===== src/rtl/alu_operand_stage_if.sv =====
`default_nettype none
// ============================================================================
// Module   : alu_operand_stage_if
// Brief    : Upstream, writeback and ALU-side signals of the operand stage.
// Revision : 1.0 - initial release
// ============================================================================
interface alu_operand_stage_if #(
    parameter int OPCODE_BIT_WIDTH = 4,
    parameter int DBITS            = 32,
    parameter int IMM_BITS         = 16,
    parameter int REG_ADDR_BITS    = 4
);
    logic                        in_valid;
    logic                        in_ready;
    logic [OPCODE_BIT_WIDTH-1:0] in_aluOp;
    logic [REG_ADDR_BITS-1:0]    in_rsA;
    logic [REG_ADDR_BITS-1:0]    in_rsB;
    logic [DBITS-1:0]            in_valA;
    logic [DBITS-1:0]            in_valB;
    logic [IMM_BITS-1:0]         in_imm;
    logic                        in_useImm;
    logic                        wb_en;
    logic [REG_ADDR_BITS-1:0]    wb_addr;
    logic [DBITS-1:0]            wb_data;
    logic                        out_valid;
    logic                        out_ready;
    logic [OPCODE_BIT_WIDTH-1:0] aluOp;
    logic [DBITS-1:0]            inA;
    logic [DBITS-1:0]            inB;

    modport master (
        output in_valid, in_aluOp, in_rsA, in_rsB, in_valA, in_valB, in_imm,
               in_useImm, wb_en, wb_addr, wb_data, out_ready,
        input  in_ready, out_valid, aluOp, inA, inB
    );

    modport slave (
        input  in_valid, in_aluOp, in_rsA, in_rsB, in_valA, in_valB, in_imm,
               in_useImm, wb_en, wb_addr, wb_data, out_ready,
        output in_ready, out_valid, aluOp, inA, inB
    );
endinterface
`default_nettype wire


===== src/rtl/alu_operand_stage.sv =====
`default_nettype none
// ============================================================================
// Module   : alu_operand_stage
// Brief    : Decode-to-execute operand register with immediate select,
//            writeback bypass and a 2-entry skid buffer.
//            Define ALU_OPERAND_STAGE_FLUSH_EN to add a synchronous flush input.
// Revision : 1.0 - initial release
// ============================================================================
module alu_operand_stage #(
    parameter int OPCODE_BIT_WIDTH = 4,
    parameter int DBITS            = 32,
    parameter int IMM_BITS         = 16,
    parameter int REG_ADDR_BITS    = 4
) (
    input  wire logic clk,
    input  wire logic reset_n,
`ifdef ALU_OPERAND_STAGE_FLUSH_EN
    input  wire logic flush,
`endif
    alu_operand_stage_if.slave bus
);

    typedef struct packed {
        logic [OPCODE_BIT_WIDTH-1:0] op;
        logic [DBITS-1:0]            a;
        logic [DBITS-1:0]            b;
        logic [REG_ADDR_BITS-1:0]    rsA;
        logic [REG_ADDR_BITS-1:0]    rsB;
        logic                        useImm;
    } entry_t;

    typedef enum logic [1:0] {
        ST_EMPTY = 2'd0,
        ST_ONE   = 2'd1,
        ST_FULL  = 2'd2
    } state_t;

    state_t     r_state;
    logic       r_outValid;
    logic       r_inReady;
    entry_t     r_main;
    entry_t     r_skid;

    logic       w_accept;
    logic       w_consume;
    logic       w_flush;
    logic       w_wbHit;
    logic [DBITS-1:0] w_extImm;
    entry_t     w_newEntry;
    entry_t     w_mainHeld;
    entry_t     w_skidHeld;

`ifdef ALU_OPERAND_STAGE_FLUSH_EN
    assign w_flush = flush;
`else
    assign w_flush = 1'b0;
`endif

    generate
        if (IMM_BITS < DBITS) begin : g_signExt
            assign w_extImm = {{(DBITS-IMM_BITS){bus.in_imm[IMM_BITS-1]}}, bus.in_imm};
        end else begin : g_noExt
            assign w_extImm = bus.in_imm;
        end
    endgenerate

    assign w_accept  = bus.in_valid & r_inReady;
    assign w_consume = r_outValid & bus.out_ready;
    // Register 0 is hardwired zero, so a writeback to it never forwards.
    assign w_wbHit   = bus.wb_en & (bus.wb_addr != '0);

    // Writes that land on a held operand refresh it in place.
    function automatic entry_t heldBypass(input entry_t e, input logic hit,
                                          input logic [REG_ADDR_BITS-1:0] addr,
                                          input logic [DBITS-1:0] data);
        entry_t r;
        r = e;
        if (hit && (e.rsA == addr))
            r.a = data;
        if (hit && !e.useImm && (e.rsB == addr))
            r.b = data;
        return r;
    endfunction

    always_comb begin
        w_newEntry        = '0;
        w_newEntry.op     = bus.in_aluOp;
        w_newEntry.rsA    = bus.in_rsA;
        w_newEntry.rsB    = bus.in_rsB;
        w_newEntry.useImm = bus.in_useImm;
        w_newEntry.a      = (w_wbHit && (bus.wb_addr == bus.in_rsA)) ? bus.wb_data : bus.in_valA;
        if (bus.in_useImm)
            w_newEntry.b = w_extImm;
        else if (w_wbHit && (bus.wb_addr == bus.in_rsB))
            w_newEntry.b = bus.wb_data;
        else
            w_newEntry.b = bus.in_valB;
    end

    assign w_mainHeld = heldBypass(r_main, w_wbHit, bus.wb_addr, bus.wb_data);
    assign w_skidHeld = heldBypass(r_skid, w_wbHit, bus.wb_addr, bus.wb_data);

    always_ff @(posedge clk or negedge reset_n) begin
        if (!reset_n) begin
            r_state    <= ST_EMPTY;
            r_outValid <= 1'b0;
            r_inReady  <= 1'b1;
            r_main     <= '0;
            r_skid     <= '0;
        end else if (w_flush) begin
            r_state    <= ST_EMPTY;
            r_outValid <= 1'b0;
            r_inReady  <= 1'b1;
        end else begin
            case (r_state)
                ST_EMPTY: begin
                    if (w_accept) begin
                        r_main     <= w_newEntry;
                        r_state    <= ST_ONE;
                        r_outValid <= 1'b1;
                    end
                end
                ST_ONE: begin
                    if (w_accept && !w_consume) begin
                        r_skid    <= w_newEntry;
                        r_main    <= w_mainHeld;
                        r_state   <= ST_FULL;
                        r_inReady <= 1'b0;
                    end else if (w_accept && w_consume) begin
                        r_main <= w_newEntry;
                    end else if (w_consume) begin
                        r_state    <= ST_EMPTY;
                        r_outValid <= 1'b0;
                    end else begin
                        r_main <= w_mainHeld;
                    end
                end
                ST_FULL: begin
                    if (w_consume) begin
                        // Skid promotes with any writeback landing this cycle applied.
                        r_main    <= w_skidHeld;
                        r_state   <= ST_ONE;
                        r_inReady <= 1'b1;
                    end else begin
                        r_main <= w_mainHeld;
                        r_skid <= w_skidHeld;
                    end
                end
                default: begin
                    r_state    <= ST_EMPTY;
                    r_outValid <= 1'b0;
                    r_inReady  <= 1'b1;
                end
            endcase
        end
    end

    assign bus.in_ready  = r_inReady;
    assign bus.out_valid = r_outValid;
    assign bus.aluOp     = r_main.op;
    assign bus.inA       = r_main.a;
    assign bus.inB       = r_main.b;

endmodule
`default_nettype wire


===== src/flat_wrapper.sv =====
// flat-port wrapper written by rule: the top's interface ports become plain ports
module alu_operand_stage_flat 
#(
    parameter int OPCODE_BIT_WIDTH = 4,
    parameter int DBITS            = 32,
    parameter int IMM_BITS         = 16,
    parameter int REG_ADDR_BITS    = 4
)
  (clk, reset_n, bus_in_valid, bus_in_aluOp, bus_in_rsA, bus_in_rsB, bus_in_valA, bus_in_valB, bus_in_imm, bus_in_useImm, bus_wb_en, bus_wb_addr, bus_wb_data, bus_out_ready, bus_in_ready, bus_out_valid, bus_aluOp, bus_inA, bus_inB);
  alu_operand_stage_if #(.OPCODE_BIT_WIDTH(OPCODE_BIT_WIDTH), .DBITS(DBITS), .IMM_BITS(IMM_BITS), .REG_ADDR_BITS(REG_ADDR_BITS)) bus_i ();
  input  wire logic clk;
  input  wire logic reset_n;
  input wire logic [$bits(bus_i.in_valid)-1:0] bus_in_valid;
  input wire logic [$bits(bus_i.in_aluOp)-1:0] bus_in_aluOp;
  input wire logic [$bits(bus_i.in_rsA)-1:0] bus_in_rsA;
  input wire logic [$bits(bus_i.in_rsB)-1:0] bus_in_rsB;
  input wire logic [$bits(bus_i.in_valA)-1:0] bus_in_valA;
  input wire logic [$bits(bus_i.in_valB)-1:0] bus_in_valB;
  input wire logic [$bits(bus_i.in_imm)-1:0] bus_in_imm;
  input wire logic [$bits(bus_i.in_useImm)-1:0] bus_in_useImm;
  input wire logic [$bits(bus_i.wb_en)-1:0] bus_wb_en;
  input wire logic [$bits(bus_i.wb_addr)-1:0] bus_wb_addr;
  input wire logic [$bits(bus_i.wb_data)-1:0] bus_wb_data;
  input wire logic [$bits(bus_i.out_ready)-1:0] bus_out_ready;
  output wire logic [$bits(bus_i.in_ready)-1:0] bus_in_ready;
  output wire logic [$bits(bus_i.out_valid)-1:0] bus_out_valid;
  output wire logic [$bits(bus_i.aluOp)-1:0] bus_aluOp;
  output wire logic [$bits(bus_i.inA)-1:0] bus_inA;
  output wire logic [$bits(bus_i.inB)-1:0] bus_inB;
  assign bus_i.in_valid = bus_in_valid;
  assign bus_i.in_aluOp = bus_in_aluOp;
  assign bus_i.in_rsA = bus_in_rsA;
  assign bus_i.in_rsB = bus_in_rsB;
  assign bus_i.in_valA = bus_in_valA;
  assign bus_i.in_valB = bus_in_valB;
  assign bus_i.in_imm = bus_in_imm;
  assign bus_i.in_useImm = bus_in_useImm;
  assign bus_i.wb_en = bus_wb_en;
  assign bus_i.wb_addr = bus_wb_addr;
  assign bus_i.wb_data = bus_wb_data;
  assign bus_i.out_ready = bus_out_ready;
  assign bus_in_ready = bus_i.in_ready;
  assign bus_out_valid = bus_i.out_valid;
  assign bus_aluOp = bus_i.aluOp;
  assign bus_inA = bus_i.inA;
  assign bus_inB = bus_i.inB;
  alu_operand_stage #(.OPCODE_BIT_WIDTH(OPCODE_BIT_WIDTH), .DBITS(DBITS), .IMM_BITS(IMM_BITS), .REG_ADDR_BITS(REG_ADDR_BITS)) u_core (.clk(clk), .reset_n(reset_n), .bus(bus_i));
endmodule

===== config.mk =====
export PLATFORM = sky130hd
export DESIGN_NAME = alu_operand_stage_flat
export DESIGN_NICKNAME = d
export VERILOG_FILES = /design/src/rtl/alu_operand_stage_if.sv /design/src/rtl/alu_operand_stage.sv /design/src/flat_wrapper.sv
export SDC_FILE = /design/constraint.sdc
export NUM_CORES = 1
export LEC_CHECK = 0
export ABC_AREA = 1
export CORE_MARGIN = 3
export CORE_UTILIZATION = 60
export CTS_CLUSTER_SIZE = 20
export DETAILED_ROUTE_END_ITERATION = 7
export HOLD_SLACK_MARGIN = 0.12
export PLACE_DENSITY = 0.88
export REMOVE_ABC_BUFFERS = 1
export SKIP_LAST_GASP = 1
export SLEW_MARGIN = 30
export SYNTH_ARGS = -nofsm -noshare
export SYNTH_HDL_FRONTEND = slang
export SYNTH_SLANG_ARGS = --single-unit

===== constraint.sdc =====
create_clock -name clk -period 4.4 [get_ports clk]
set_clock_uncertainty 0.15 [all_clocks]
set_input_delay 0.44 -clock clk [delete_from_list [all_inputs] [get_ports clk]]
set_output_delay 0.44 -clock clk [all_outputs]
set_load 0.02 [all_outputs]

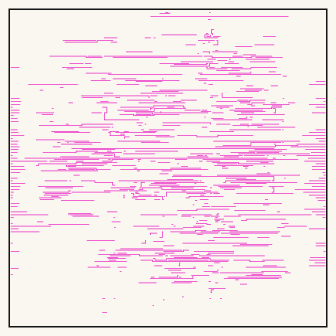
*Met3 routing, run 1*
The wires run mostly horizontal. 283 nets have wire on it.

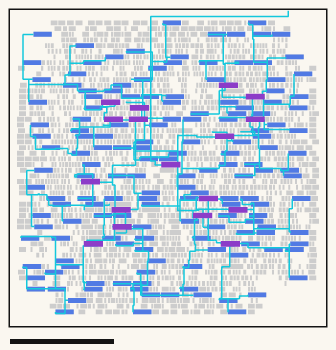
*Clock network drawn from the DEF, run 1*
The bar under the picture is 50 um long.
Purple is clock-net drivers, count 17. Cyan is clock wires, length 2,240 um. Blue is flip-flops, count 158.
Position of the flops: widely spread.
clk latency late pin: 0.43 ns
fraction of power consumed by the clock network: 0.356

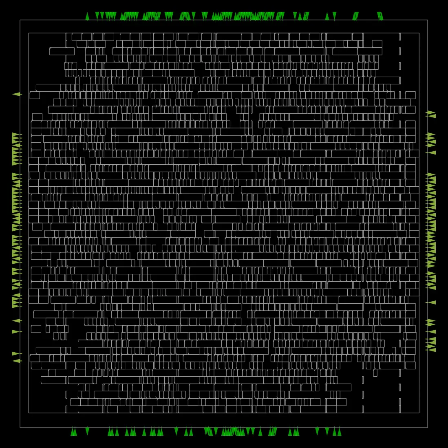
*Placement view, run 1*
area of the core: 20,560 um2
Filler Cells Inserted: 1,732
number of core rows: 52
post-route insts no fill: 2,414

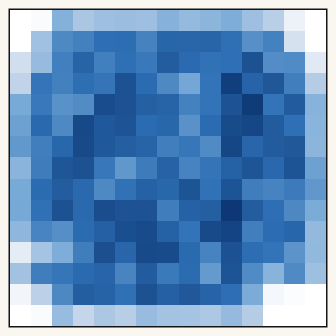
*Cell area per tile, run 1*
The die is cut into 15 by 15 equal tiles; white is low, dark blue is high, 0 to 100% covered.
The fullest tile reaches 97%. 4.4% of the tiles are nearly empty. The mean over all tiles is 63%. 40% of the tiles are over 75% full.

==> impl_report.txt, run 1 <==
RUN METRICS
----------------------------------------------------
[Power]
  Power share of the combinational group ........................ 0.270
  Total power consumption of the routed design ........................ 4526 uW
  Proportion of total power due to net switching ........................ 0.3193
  Cell Int Power ........................ between 3000 and 4000 uW

[Yosys]
  Compound-Gate Fraction of Synth Area ........................ 0.06255
  Register area share after synthesis ........................ 0.3104
  Top post-synthesis cells by area ........................ dfrtp_1 (31%), nand2_1 (17%), nand3_1 (15%)
  Fa+ha+maj area frac ........................ 0.004910
  Synthesized instance count ........................ ~2.1k
  Area share of the leading cell type in the synthesized netlist ........................ 0.3083
  XOR-XNOR Cells, Area Fraction ........................ 0.002749
  Flip-flops with a built-in enable ........................ 0
  Ranking of synthesized cells by instance count ........................ nand2_1 (590), nand3_1 (390), nor2_1 (274), inv_1 (240), dfrtp_1 (157)

[Timing]
  Final critical-path share of the clock period ........................ 0.8665
  Setup WS post-layout ........................ 0.5874 ns
  Period minus WS final ........................ around 3.8 ns
  Setup Total Neg Slack ........................ 0 ns
  RSZ-0062 raised after global routing ........................ no

[CTS]
  Post-CTS resize count ........................ 0
  Number of buffers added to fix hold violations after cts ........................ 1
  Clk root buf ........................ clkbuf_16

[Detailed routing]
  Vias per Instance ........................ just under 6
  1st-iter DRT viols ........................ ~1.8k
  Via Count ........................ ~14k

[Setup path]
  Worst path max stage delay ........................ 0.98 ns
  Arrival time at the worst endpoint ........................ 3.96 ns
  Crit-path slowest cell ........................ clkinv_2
  Logic depth of the worst register-to-register path ........................ 8
  Cell Chain, Critical Path ........................ inv_1, ha_4, nor2_1, o21ai_4, clkinv_2, buf_4, nor2_1, a31oi_1
  Most common cell on crit path ........................ nor2_1
  Kind of end point of the critical path ........................ flop

[Global routing]
  Number of antenna violations at the first check in global routing ........................ 0
  Global routing usage summed across all routing layers ........................ 0.3575

[Final layout]
  Biggest Area Class ........................ multi-input combinational cells
  Leading cell type in the layout, fill and taps excluded ........................ nand2_1
  Area share of buffers outside the clock network ........................ 0.1527
  Combinational share of cell area ........................ 0.4527
  Number of antenna repair diodes ........................ 0
  Cell area after layout ........................ between 10,000 and 15,000 um2
  Area taken by flip-flops and latches ........................ approximately 4000 um2

[Placed design]
  Post-DP Area ........................ 14,180 um2

[Outcome]
  Result of the run ........................ complete, no violations

----------------------------------------------------
## run 1: state kept, by name (all words and copies together) (netlist names)
| name | cells |
|---|---|
| u_core.bus.inA | 32 |
| u_core.r_main | 9 |
| u_core.bus.in_ready | 1 |
| u_core.bus.aluOp | 4 |
| u_core.bus.inB | 32 |
| u_core.r_state | 2 |
| u_core.bus.out_valid | 1 |
| u_core.r_skid | 77 |
## run 1: path summary, 6_finish.rpt
path,start,endpoint,slack (ns)
worst min-delay path,u_core.r_skid[10]$_DFFE_PN0P_,u_core.r_skid[10]$_DFFE_PN0P_,0.33
max in group asynchronous,reset_n,u_core.bus.inA[12]$_DFFE_PN0P_,2.47
min in group asynchronous,reset_n,u_core.r_skid[3]$_DFFE_PN0P_,0.46
worst min register to register,u_core.r_skid[10]$_DFFE_PN0P_,u_core.r_skid[10]$_DFFE_PN0P_,0.33
worst max-delay path,u_core.r_state[0]$_DFFE_PN0P_,u_core.r_skid[47]$_DFFE_PN0P_,0.59
worst max register to register,u_core.r_state[0]$_DFFE_PN0P_,u_core.r_skid[47]$_DFFE_PN0P_,0.59
## run 1: per-layer routing
layer | vias up | share of wire | track usage
met4 | 0 | 0.038 | 0.1568
met1 | 6293 | 0.38 | 0.4696
met5 | - | 0 | 0
li1 | 6603 | - | -
met3 | 184 | 0.13 | 0.08537
met2 | 1025 | 0.45 | 0.5642
## run 1: power groups by stage
stage               clock network (uW)  registers, uW  logic, uW
finish                            1610           1690       1220
global route                      1660           1700       1340
CTS                               1610           1690       1210
detailed placement                   0           1710       1200
global placement                     0           1710       1180
floorplan                            0           1850        473
## run 1: critical path, delay by kind of cell, from the launching register on
family          cells  cell delay [ns]
buf+inv             3             1.65
flops               1             0.44
simple gates        2             0.27
fa+ha+maj           1             0.29
compound gates      2             0.85
## Run 2: what changed since run 1
CELL_PAD_IN_SITES_DETAIL_PLACEMENT = 0   (was default)
CELL_PAD_IN_SITES_GLOBAL_PLACEMENT = 1   (was default)
CORE_UTILIZATION = 41   (was 60)
PLACE_DENSITY = 0.95   (was 0.88)
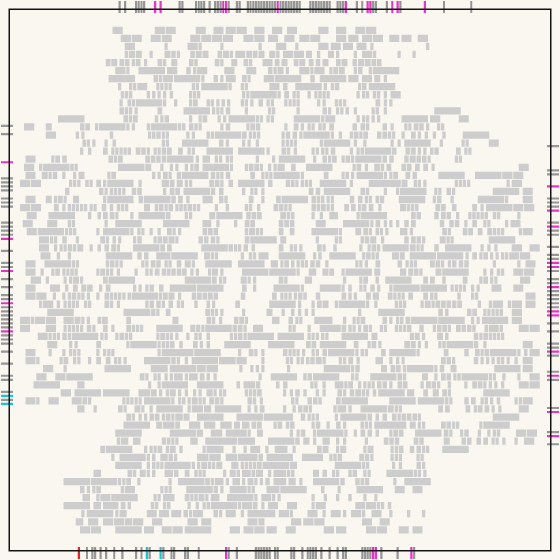
*Pin map, run 2*
Pins as bars across the die edge, other pins in gray.
Red is clk, pins 1, direction input, edge bottom. Cyan is bus_in_rsB, pins 4, direction input, edge 2 left, 2 bottom. Magenta is bus_in_valA, pins 32, direction input, edge 12 right, 11 top, 5 left, 4 bottom.
All pins by edge: 68 top, 52 bottom, 42 left, 42 right.

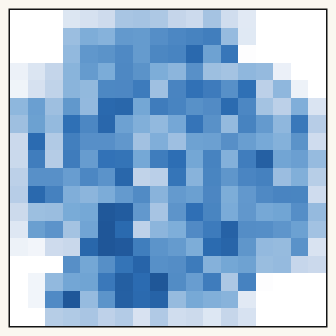
*Cell area per tile, run 2*
The die is cut into 18 by 18 equal tiles; white is low, dark blue is high, 0 to 100% covered.
The emptiest ninth of the die: upper right. The mean over all tiles is 44%. 14% of the tiles are nearly empty. 8.6% of the tiles are over 75% full.

==> run 2 against run 1 <==
Net effect: clock power barely moved; utilization shrank 22 points; non-clock buffer count down 3; worst hold slack worse by 0.0029 ns; first-iteration DRC count is 26% lower; highest routed layer unchanged.
==> impl_report.txt, run 2 <==
RUN METRICS
----------------------------------------------------
[Outcome]
  Result of the run ........................ complete, no violations

[Timing]
  Period minus WS final ........................ 3.109 ns (-0.7036 ns)
  Tightest hold margin ........................ roughly 0.33 ns
  RSZ-0062 raised after global routing ........................ no
  Final critical-path share of the clock period ........................ 0.7066 (-0.1599)
  Setup Total Neg Slack ........................ 0 ns (unchanged)
  Setup WS post-layout ........................ 1.291 ns (+0.7036 ns)

[Global routing]
  Met1 capacity usage during global routing ........................ 0.3288 (-0.1409)
  Global-route congestion overflow total ........................ 0
  Global routing usage summed across all routing layers ........................ 0.2559 (-0.1016)
  GRT busiest layer ........................ met2
  Maximum number of pins on one net before global-route repair ........................ 103
  Routing usage on met3 ........................ 0.04704 (-0.03833)
  Met2 Use GR ........................ 0.4313 (-0.1330)
  Number of antenna violations at the first check in global routing ........................ 0 (unchanged)

[Die]
  Area of the core ........................ 30,110 um2 (+46%)
  Chip footprint ........................ between 30,000 and 40,000 um2
  Number of core rows ........................ 63 (+21%)

[Job]
  Number of OpenROAD warnings ........................ 31
  Maximum Capacitance Violations ........................ 0

[Yosys]
  Area share of the leading cell type in the synthesized netlist ........................ 0.3083 (unchanged)
  XOR-XNOR Cells, Area Fraction ........................ 0.002749 (unchanged)
  Synthesized instance count ........................ 2,083 (unchanged)
  Portion of netlist area occupied by mux cells ........................ 0.001669
  Flip-flops with a built-in enable ........................ 0 (unchanged)
  Post-synthesis cell count from yosys ........................ 2,083
  Top post-synthesis cells by area ........................ dfrtp_1 (31%), nand2_1 (17%), nand3_1 (15%)
  Register area share after synthesis ........................ 0.3104 (unchanged)
  Ranking of synthesized cells by instance count ........................ nand2_1 (590), nand3_1 (390), nor2_1 (274), inv_1 (240), dfrtp_1 (157)
  Compound-Gate Fraction of Synth Area ........................ 0.06255 (unchanged)
  Fa+ha+maj area frac ........................ 0.004910 (unchanged)
  Dominant combinational cell family by area after synthesis ........................ simple AND/OR/NAND/NOR gates

[Detailed routing]
  Sum of routed wire segments on met1 ........................ 18,270 um (+18%)
  Top routing layer in use ........................ met4
  Length of routed met2 wiring ........................ 20,400 um (+9.0%)
  Vias per Instance ........................ 5.338 (-8.6%)
  Metal3 WL ........................ 3276 um (-40%)
  Number of routed nets with antenna violations ........................ 0
  1st-iter DRT viols ........................ 1,306 (-26%)
  Via Count ........................ 13.52k (-4.2%)

[Final layout]
  Leading cell type in the layout, fill and taps excluded ........................ nand2_1
  Filler Cells Inserted ........................ 3,056 (+76%)
  Top reg by flops ........................ u_core.r_skid
  Number of antenna repair diodes ........................ 0 (unchanged)
  Cell area after layout ........................ 15,010 um2 (+1.3%)
  Number of nets in the layout ........................ between 2k and 2.5k
  Number of flip-flops in the largest register ........................ 77 (unchanged)
  Post-route insts no fill ........................ 2,532 (+4.9%)
  Share of post-route cells with drive strength above 1 ........................ 0.05182

[CTS]
  Post-CTS resize count ........................ 0 (unchanged)
  Clk latency late pin ........................ 0.44 ns (about the same)
  Number of buffers added to fix hold violations after cts ........................ 1 (unchanged)
  Clk root buf ........................ clkbuf_16
  TritonCTS Sinks ........................ around 160
  CTS buffer count ........................ 17

[Setup path]
  Arrival time at the worst endpoint ........................ 3.32 ns (-0.64 ns)
  Critical Path Fanout Max ........................ 32
  Kind of end point of the critical path ........................ flop
  Required @ worst endpoint ........................ between 4 and 5 ns

[Placed design]
  Post-DP Area ........................ 14,360 um2 (+1.2%)

[Power]
  Total power consumption of the routed design ........................ 4559 uW (+0.73%)

----------------------------------------------------
-- run 2: cell counts after synthesis --
Identical to the previous run, type by type.
-- run 2: worst max-delay path, cell delays in order --
cell,delay [ns]
clkdlybuf4s50_1,0.78
nor2_4,0.10
nand2_2,0.10
nand2_4,0.09
nor2_4,0.53
nand2_2,0.62
nand2_1,0.27
nand3_1,0.12
nand2_1,0.11
nor2_1,0.04
nor2_1,0.09
-- run 2: final cells by class --
class	instances	area (um2)	area share
repair buffers	227	2290	0.1526
flip-flops and latches	158	3955	0.2635
clock inverters	12	183.9	0.01225
clock buffers	20	446.7	0.02976
well taps	390	488.0	0.03251
multi-input cells	1478	6715	0.4474
inverters	247	930.9	0.06202
-- run 2: path summary, 6_finish.rpt --
check | start | endpoint | slack (ns) | cells past startpoint
hold / removal | u_core.r_skid[13]$_DFFE_PN0P_ | u_core.r_skid[13]$_DFFE_PN0P_ | 0.33 | 2
hold reg to reg | u_core.r_skid[13]$_DFFE_PN0P_ | u_core.r_skid[13]$_DFFE_PN0P_ | 0.33 | 2
max in group asynchronous | reset_n | u_core.bus.inA[16]$_DFFE_PN0P_ | 2.75 | 3
setup reg to reg | u_core.r_state[1]$_DFFE_PN0P_ | u_core.r_skid[62]$_DFFE_PN0P_ | 1.32 | 10
setup / recovery | bus_wb_addr[1] | u_core.bus.inA[16]$_DFFE_PN0P_ | 1.29 | 11
min in group asynchronous | reset_n | u_core.bus.aluOp[3]$_DFFE_PN0P_ | 0.50 | 2
-- run 2: power breakdown --
part	total [uW]	leakage (uW)	internal [uW]	switching (uW)
sequential	1690	0.00194	1580	118
clock	1640	0.000302	973	669
combinational	1220	0.00554	525	697
Power figures rest on the tool's default switching activity, not on a simulated workload.
